Design data_cache_ctrl, sky130hd; sources not shown.
Fig. 1: run 1, signal wires on met3
Scale bar: 20 microns.
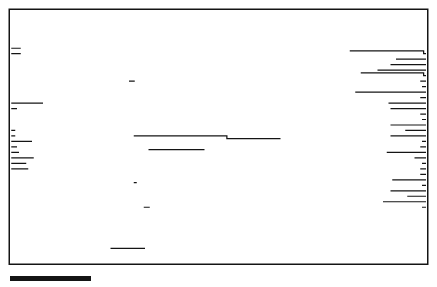
43 nets have wire on it. The layer carries 270 microns of wire. The layer holds 7.2% of the routed length. The wires run mostly horizontal. The longest straight run is 23.0 microns.
GR met3 Demand/Resource: 3.13%
routed wire length: 3.73 mm
DR vias: 1096

Fig. 2: run 1, where the registers sit
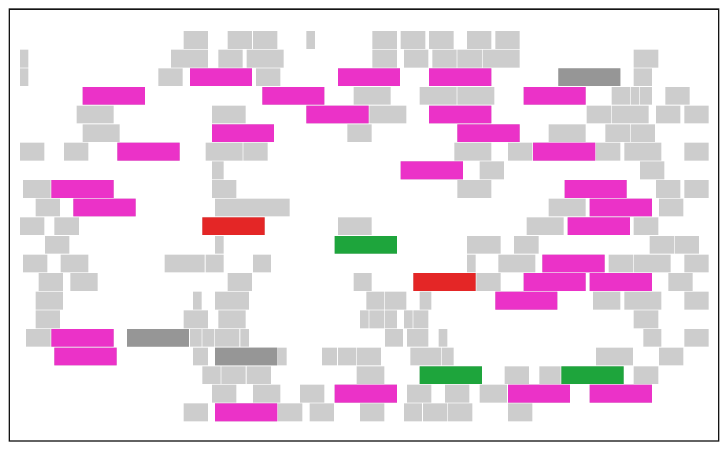
fsm_state: marked red, flops 2. rplc_line_idx_o: marked green, flops 3. mem_addr_o: marked magenta, flops 28, where spread over the die.
Another 3 sequential cells are not coloured.
Reg area: 901 sq um
flop share of the area: 36.3%
seq pwr: 586 uW

Fig. 3: run 1, congestion heat map
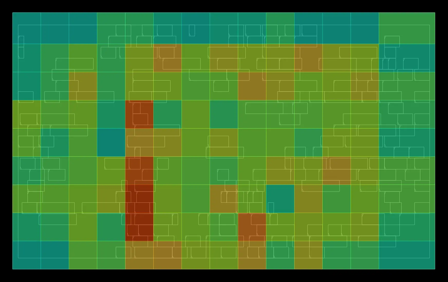
M2 GR Usage: 17.9%
fin util: 43.2%

==> summary.txt, run 1 <==
yosys + openroad results -> outcome completed, Post-DRT Antenna Nets 0, first-pass GRT wire length 5.94 mm, XOR Share, Synth 1.09%, Max FO, Critical Path 3, count leader, synth dfrtp_1, synthesized flop and latch total 36, CP Class in2out, Pleak 0.00105 uW, worst-case hold slack 0.277 ns, synthesized instance count 105, worst endpoint required time 2.74 ns, GRT Total Usage 12.3%, logic area 612 sq um, ao+oa area frac 4.99%, H-Tree Depth 2, DP Cell Count 256, post_cts resized 0, Inverters, non-clock 1, Pwr Total 1800 uW, Main logic family multiplexers, gpl congestion 0.731, Post-synth EDFFs 0, synthesis area per yosys 0.00161 sq mm, Clock net power 354 uW, R2R Setup Slk 1.89 ns, Seq share, synth 56.1%, Root Buffer clkbuf_8, Die Ht 62.9 microns, MaxCap Viol Count 0, starting density of the core 27.9%, CP arrival 2.37 ns, mi-comb count 62, Tcrit/Tclk final 89.7%, tap cells 80, CTS buffer count 5, slowest cell on the critical path clkdlybuf4s50_1, post-CTS setup buffers 0, Crit path depth 3, post-route cell area 0.00248 sq mm, drt first pass iters 3, Nets 227, Clock Sinks 36, met1 GRT Util 17.2%, cell area power density 723 mW/mm^2, total gr overflow 0, Comb. pwr 856 uW, setup TNS 0 ns, dpl hpwl 2.71 mm, largest net degree at the start of global routing 37, crit path launch type input pin, clock-cell share of area 4.33%, vias in the first global route 1138, final setup vio count 0, antenna violations before repair 0, Logic pwr share 47.7%, maximum clock rate 314 MHz, cell area after synthesis 0.00161 sq mm, CTS max path bufs 2, chip area 0.00650 sq mm
==> run 2: changes to the inputs <==
CORE_UTILIZATION = 24   (was 26)
PLACE_DENSITY = 0.76   (was 0.82)
clock period = 3.3 ns   (was 3.55 ns; I/O delays follow)
Fig. 4: run 2, where the registers sit
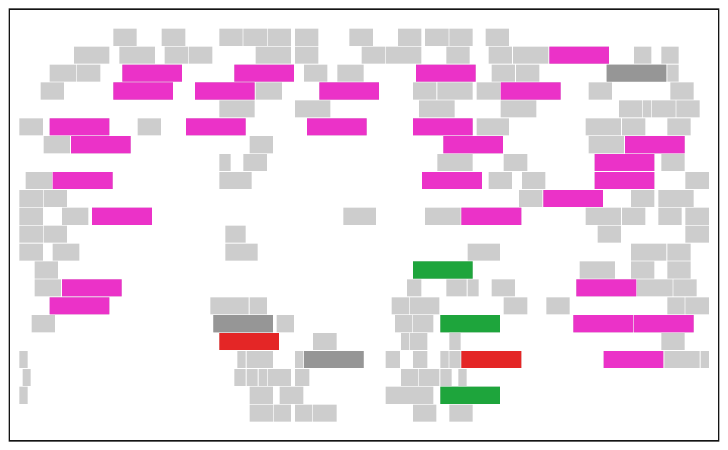
rplc_line_idx_o: marked green, flops 3. fsm_state: marked red, flops 2. mem_addr_o: marked magenta, flops 28.
Another 3 sequential cells are not coloured.
flop share of the area: 36.5%
seq pwr: 629 uW
fin util: 39.4%

==> run 2 against run 1 <==
  * Synthesized area did not move
  * Core utilization fell by 3.8 points
  * Routed wire length fell by 1.3%
==> summary.txt, run 2 <==
yosys + openroad results -> routed wire length 3.68 mm (was 3.73 mm), post-route cell area 0.00247 sq mm (was 0.00248 sq mm), cell area after synthesis 0.00161 sq mm (unchanged), CTS max path bufs 2 (unchanged), Root Buffer clkbuf_8 (unchanged), outcome completed (unchanged), Top delay family on crit path buffers and inverters (unchanged), synthesized instance count 105 (unchanged), crit path launch type input pin (unchanged), mi-comb count 62 (unchanged), Inverters, non-clock 1 (unchanged), clock-cell share of area 3.55% (was 4.33%), Post-synth EDFFs 0 (unchanged), synthesized flop and latch total 36 (unchanged), post_cts resized 0 (unchanged), total gr overflow 0 (unchanged), CP arrival 1.99 ns (was 2.37 ns), DP Cell Count 259 (was 256), met1 GRT Util 16.7% (was 17.2%), Post-DRT Antenna Nets 0 (unchanged), drt first pass iters 4 (was 3), Tcrit/Tclk final 83.3%, logic area 612 sq um (unchanged), simple-gate share of the synthesized area 5.30% (unchanged), DR vias 1086 (was 1096), worst endpoint required time 2.54 ns (was 2.74 ns), min-delay worst type in2async (unchanged), first-pass GRT wire length 6.01 mm (was 5.94 mm), dpl hpwl 2.68 mm (was 2.71 mm), slowest cell on the critical path clkdlybuf4s50_1 (unchanged), count leader, synth dfrtp_1 (unchanged), Max FO, Critical Path 5 (was 3), tap cells 84 (was 80), Clock Sinks 36 (unchanged), Comb. pwr 928 uW (was 856 uW), Die Ht 65.4 microns (was 62.9 microns), final setup vio count 0 (unchanged), WP buf/inv 2 (unchanged), Post-synth ARST share 100% (unchanged), largest net degree at the start of global routing 37 (unchanged), Net Sw Power 796 uW (was 731 uW), synth unique cells 28 (unchanged), synthesis area per yosys 0.00161 sq mm (unchanged), synth cell count leaders dfrtp_1, mux2_4, mux2_2 (unchanged), vias in the first global route 1115 (was 1138), Reg area 901 sq um (unchanged), DR WL/cell 13.8 microns (was 14.1 microns), chip area 0.00703 sq mm (was 0.00650 sq mm), GR met3 Demand/Resource 4.27% (was 3.13%), Nets 226 (was 227), Post-Place Cell Area 0.00238 sq mm (was 0.00237 sq mm), GRT Total Usage 11.6% (was 12.3%), cell area power density 756 mW/mm^2 (was 723 mW/mm^2), R2R Setup Slk 1.52 ns (was 1.89 ns), Crit path depth 5 (was 3), H-Tree Depth 2 (unchanged), ao+oa area frac 4.99% (unchanged), Clock net power 310 uW (was 354 uW), gpl congestion 0.824 (was 0.731), Pleak 0.00105 uW (about the same), clock buffer count 5 (was 6), CTS tree built (unchanged), Main logic family multiplexers (unchanged), FP Rows 22 (was 21), Die X 108 microns (was 103 microns), post-CTS setup buffers 0 (unchanged), CTS buffer count 5 (unchanged), M2 GR Usage 16.1% (was 17.9%), MaxCap Viol Count 0 (unchanged), Logic pwr share 49.7% (was 47.7%), Seq pwr share 33.7% (was 32.6%), dpl ws 0.557 ns (was 0.387 ns), largest class registers (unchanged), antenna violations before repair 0 (unchanged), XOR Share, Synth 1.09% (unchanged), synth top area cells dfrtp_1, mux2_4, mux2_2, buf_12, buf_4 (unchanged), share of cells above drive strength 1 24.6% (was 23.4%), starting density of the core 25.6% (was 27.9%), worst-case hold slack 0.231 ns (was 0.277 ns), Pwr Total 1870 uW (was 1800 uW), CP Class in2out (unchanged), area share of the largest cell type after synthesis 56.1% (unchanged), maximum clock rate 364 MHz, fa+ha+maj area frac 0.779% (unchanged), Seq share, synth 56.1% (unchanged), setup TNS 0 ns (unchanged)
Power and IR drop assume default switching activity.
